**Congestion heat map**

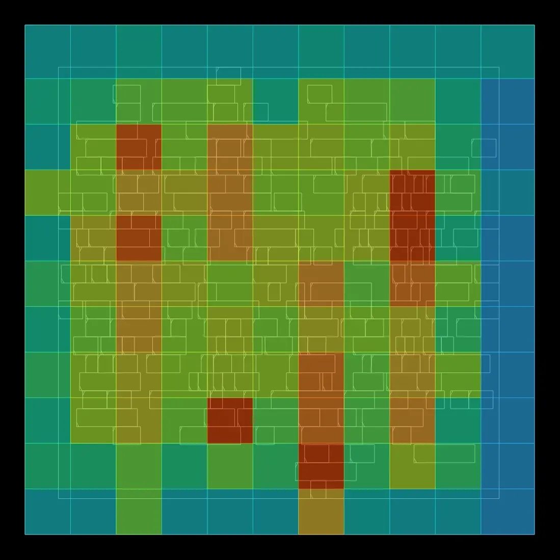
**Metal 3**

Scale bar: 20 µm.
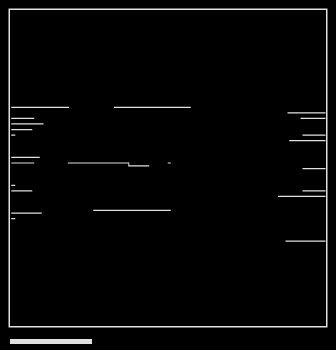
**A small window of the routed layout**

Scale bar: 5 µm. Region (9, 48) to (29, 68) µm. Cells in grey, sequential cells in the stronger grey; small squares are vias.
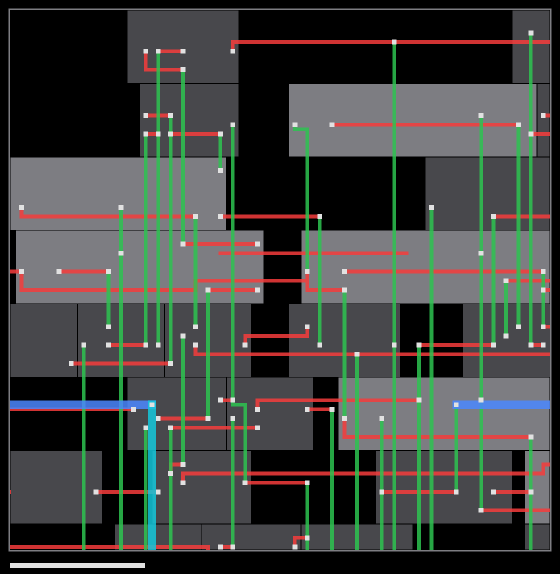
`src/rtl/ro_cfg_pkg.sv`:
```
// ro_cfg_pkg: shared state encoding and default geometry for the ring-oscillator config loader
package ro_cfg_pkg;
  typedef enum logic [1:0] {IDLE, LOAD, VERIFY, DONE} state_t;
  localparam int DEF_CFG_W = 12;
  localparam int DEF_CLK_DIV = 4;
endpackage

```
`src/rtl/ro_cfg_loader_sync2.sv`:
```
// sync2: generic two-flop synchronizer for signals asynchronous to clk
module sync2 #(
  parameter int W = 1
) (
  input  logic         clk,
  input  logic         rst_n,
  input  logic [W-1:0] d,
  output logic [W-1:0] q
);
  logic [W-1:0] m;
  always_ff @(posedge clk or negedge rst_n)
    if (!rst_n) {q, m} <= '0;
    else {q, m} <= {m, d};
endmodule

```
`src/rtl/ro_cfg_loader.sv`:
```
// ro_cfg_loader: serializes a config word MSB-first onto the macro chain, then re-shifts it to check the tail
module ro_cfg_loader
  import ro_cfg_pkg::*;
#(
  parameter int CFG_W   = DEF_CFG_W,
  parameter int CLK_DIV = DEF_CLK_DIV,
  parameter int VERIFY  = 1
) (
  input  logic                       clk,
  input  logic                       rst_n,
  input  logic                       start,
  input  logic [CFG_W-1:0]           cfg_data,
  input  logic                       chain_tail,
  output logic                       shift_clk,
  output logic                       shift_dta,
  output logic                       busy,
  output logic                       done,
  output logic                       match,
  output logic [$clog2(CFG_W+1)-1:0] mismatch_cnt
);
  localparam int HC_W  = $clog2(CLK_DIV);
  localparam int BC_W  = $clog2(CFG_W);
  localparam int CNT_W = $clog2(CFG_W+1);
  state_t           state;
  logic [HC_W-1:0]  hc;
  logic [BC_W-1:0]  bc;
  logic [CFG_W-1:0] rot;
  logic             tail_s;
  logic             half_end;
  logic             last_bit;
  logic [CNT_W-1:0] cnt_nxt;
  sync2 #(.W(1)) u_sync (.clk(clk), .rst_n(rst_n), .d(chain_tail), .q(tail_s));
  assign shift_dta = rot[CFG_W-1];
  always_comb begin
    half_end = hc == HC_W'(CLK_DIV-1);
    last_bit = bc == BC_W'(CFG_W-1);
    cnt_nxt  = (tail_s != rot[CFG_W-1] && mismatch_cnt != CNT_W'(CFG_W)) ? mismatch_cnt + 1'b1 : mismatch_cnt;
  end
  always_ff @(posedge clk or negedge rst_n)
    if (!rst_n) begin
      state        <= IDLE;
      hc           <= '0;
      bc           <= '0;
      rot          <= '0;
      shift_clk    <= 1'b0;
      busy         <= 1'b0;
      done         <= 1'b0;
      match        <= 1'b0;
      mismatch_cnt <= '0;
    end else begin
      done <= 1'b0;
      case (state)
        IDLE: if (start) begin
          state        <= LOAD;
          rot          <= cfg_data;
          hc           <= '0;
          bc           <= '0;
          busy         <= 1'b1;
          match        <= 1'b0;
          mismatch_cnt <= '0;
        end
        LOAD, ro_cfg_pkg::VERIFY: begin
          hc <= half_end ? '0 : hc + 1'b1;
          // rising half: sample the tail against the bit currently on the wire
          if (half_end && !shift_clk) begin
            shift_clk <= 1'b1;
            if (state == ro_cfg_pkg::VERIFY) mismatch_cnt <= cnt_nxt;
          end else if (half_end) begin
            shift_clk <= 1'b0;
            rot       <= {rot[CFG_W-2:0], rot[CFG_W-1]};
            bc        <= last_bit ? '0 : bc + 1'b1;
            if (last_bit) begin
              if (state == LOAD && VERIFY != 0) state <= ro_cfg_pkg::VERIFY;
              else begin
                state <= DONE;
                busy  <= 1'b0;
                done  <= 1'b1;
                match <= (VERIFY == 0) || (mismatch_cnt == '0);
              end
            end
          end
        end
        default: state <= IDLE;
      endcase
    end
endmodule

```
`config.mk`:
```
export PLATFORM = sky130hd
export DESIGN_NAME = ro_cfg_loader
export DESIGN_NICKNAME = d
export VERILOG_FILES = /design/src/rtl/ro_cfg_pkg.sv /design/src/rtl/ro_cfg_loader_sync2.sv /design/src/rtl/ro_cfg_loader.sv
export SDC_FILE = /design/constraint.sdc
export NUM_CORES = 1
export LEC_CHECK = 0
export CAP_MARGIN = 20
export CORE_MARGIN = 5
export CORE_UTILIZATION = 35
export DETAILED_ROUTE_END_ITERATION = 16
export GPL_TIMING_DRIVEN = 1
export PLACE_DENSITY = 0.66
export SLEW_MARGIN = 20
export SYNTH_ARGS = -nofsm -noshare
export SYNTH_HDL_FRONTEND = slang
export SYNTH_SLANG_ARGS = --single-unit
```
`constraint.sdc`:
```
create_clock -name clk -period 1.8 [get_ports clk]
set_input_delay 0.36 -clock clk [delete_from_list [all_inputs] [get_ports clk]]
set_output_delay 0.36 -clock clk [all_outputs]
set_load 0.01 [all_outputs]
```
==> results.txt <==
Implementation results

The report lists the cells along the critical path as inv_2 -> ha_4 -> nor2b_4 -> buf_6 -> or3_4 -> clkbuf_16 -> nand2_2 -> o21ai_1. Detailed placement finished with a half-perimeter wire length of 2314 µm. After routing the design area is 2336 µm². The via count of the first global-routing pass came to 1358. Per the post-route antenna check, the number of violating nets is 0. The buffer type at the clock tree root is sky130_fd_sc_hd__clkbuf_8. The timing report attributes the biggest portion of critical-path delay to simple AND/OR/NAND/NOR gates.

Cells with a size suffix above 1 make up 34.18% of the layout. The number of cells on the worst hold path is listed as 0. Global routing used 12.30% of the available tracks across all layers.

For this run, the script counts the antenna cells in the layout as 0. The slew check shows that the tightest pin keeps a relative margin of 73.90%. The timing report lists the critical path depth as 8 cells. STA shows the worst min-delay path finishing at u_sync.q$_DFF_PN0_. The final layout report lists a non-clock inverter count of 7. The area of the multi-input gates is 920.9 µm². The final max-slew violation count recorded for this run is 0.

Per the final timing report, the hold violations number 0. The worst hold path class is register to register. The final clock period utilization by the worst path is between 90% and 100%. The height of the chip is between 70 and 80 µm.

The routed design shows a via density per instance of 5.129. The standard cell with the maximum stage delay on the critical path is sky130_fd_sc_hd__or3_4. The count of plain and timing-repair buffers in the layout is around 46. The timing report gives the worst reg2reg path a setup slack of 20 ps. The clock buffer count in the final layout is 6. Of the synthesized area, sequential elements account for 47.62%. The timing report gives the clock slew at the launch and capture registers of the worst setup and hold paths as 70 ps. After global routing the overflow that remains totals 0. From synthesis to final layout, the design area changed by 48.17%. The layout sequential cell count is 30. The portion of the layout cell area used by clock cells is 4.821%. The area of the mapped netlist is 1577 µm². The die covers 5947 µm². STA lists the maximum fanout along the critical path as 7. The source-to-sink clock delay at the later pin of the worst-skew pair is between 200 and 300 ps. Across the routed clock network, the largest skew measured is a little under 6 ps. TritonCTS built the clock tree.

The total of flip-flops plus latches after synthesis is 30. The count of buffer and inverter cells on the critical path is 3. The worst setup path is captured at a register. Gates resized during post-CTS repair numbered 1. The pre-placement core utilization is a little over a third. The number of buffers inserted to repair setup after CTS is 2. The number of maximum-capacitance violations is 0. The worst path needs 1781 ps of the cycle, external delays included. Setup repair after global routing could not meet its margin everywhere. During I/O placement, the number of pins put on the boundary was 25. In the final routed layout, each cell accounts on average for about 14 µm. Clock tree synthesis found a total of 30 sinks. The leakage power figure is 1.105 nW. Per the CTS log, the maximum H-tree level is 2.

The initial antenna violation count came to 0. The number of standard cells reported by yosys is 149. The number of warnings printed during yosys synthesis is 0. The leading cell category by total area is logic gates.

The average instance area after synthesis is 10.58 µm². The top cell type by area accounts for a little under half of the synthesized area. The maximum clock insertion buffer count is 2. The number of hold buffers added after cts is 0.

The total cell area reported by yosys after synthesis is ~1600 µm². The DRC violation total left in the routed layout is recorded as 0. The number of nets at floorplan is 175. The first-iteration detailed-routing DRC count is 13. The run finished with clean final reports. The multi-input gate share of total cell area is 39.42%.

The setup path with the least slack is of type register to register. The via total after detailed routing is approximately 1300. In the final report, the number of endpoints failing setup comes to 0. The flow inserted 52 tap cells. The most common cell in the synthesized netlist is sky130_fd_sc_hd__dfrtp_1.

The number of library cell types mapped by synthesis is 37. The first detailed-routing pass ran for 2 iterations. The slew at the pin closest to its max-slew limit is 391.5 ps. The finished layout holds 248 standard cells, fillers aside. The first global-routing pass estimated 6003 µm of wire. The kind of launch point of the worst setup path is a register. The number of cells on the worst reg-to-reg path is 8.

The proportion of final cell area spent on non-clock buffers is between 10% and 20%. The total clock buffers created by CTS is 5. The critical path data arrival time is 1950 ps. The final design was reported to hold multi-input combinational gates totalling 106.

After filler insertion, the fill cell instance count of the layout stands at 387.
Back to the opening pictures, 'congestion heat map':
met3 Use GR: 4.684%
final cell utilization of the core: 53.65%
most used routing layer in global routing: met2

Back to the opening pictures, 'metal 3':
wire length on this layer = 175 µm
share of all routed wire = 5.0%
main direction = horizontal

Back to the opening pictures, 'a small window of the routed layout':
M3 -> blue
M1 -> red
M4 -> cyan
M2 -> green
netlist names of flops here include = rot (5)
cells with their middle in the window = 18
most frequent = dfrtp_1 (5), o21ai_2 (4), mux2i_1 (3)
sequential cells in the window = 5

-- flip-flops by register name, indices dropped and copies added (netlist names), 2 cells and up --
register / flops
hc: 2
bc: 4
mismatch_cnt: 4
rot: 12
state: 2
-- kinds of logic (layout without fill, tap and decap cells) --
kind of cell	Yosys count	after routing	share of synthesized area (%)
muxes	16	16	10.40
AOI/OAI and AO/OA	30	30	13.49
xor gates and xnor gates	2	2	1.111
DFF	30	30	47.62
and+or+nand+nor	48	48	15.56
adders and majority gates	10	10	7.937
buffers and inverters	13	60	3.889
-- metal layers --
metal / GRT usage [%] / vias up / wire length [µm]
li1: - / 619 / -
met1: 13.83 / 624 / 1471
met2: 21.73 / 24 / 1841
met5: 0 / - / 0
met4: 3.093 / 0 / 38
met3: 4.684 / 5 / 174
-- stage by stage --
stage | TNS, ps | utilization (%)
3_3_place_gp | -2294 | 45.83
2_1_floorplan | -452.7 | -
5_1_grt | -588.4 | 53.65
3_5_place_dp | -2714 | 45.83
6_report | 0 | 53.65
4_1_cts | 0 | 48.88
-- power breakdown --
part           total [mW]  switching (mW)  internal [mW]
clock               0.699           0.257          0.443
combinational      0.0947          0.0393         0.0554
sequential          0.706          0.0153          0.690
-- worst max path at each step --
stage / slack [ps] / to / start
2_1_floorplan: -40 / rot[11]$_DFFE_PN0P_ / state[1]$_DFFE_PN0P_
3_3_place_gp: -150 / mismatch_cnt[2]$_DFFE_PN0P_ / start
3_5_place_dp: -160 / mismatch_cnt[3]$_DFFE_PN0P_ / start
4_1_cts: 4 / mismatch_cnt[3]$_DFFE_PN0P_ / state[0]$_DFFE_PN0P_
5_1_grt: -60 / mismatch_cnt[2]$_DFFE_PN0P_ / state[0]$_DFFE_PN0P_
6_report: 20 / rot[9]$_DFFE_PN0P_ / state[0]$_DFFE_PN0P_
Power figures rest on the tool's default switching activity, not on a simulated workload.
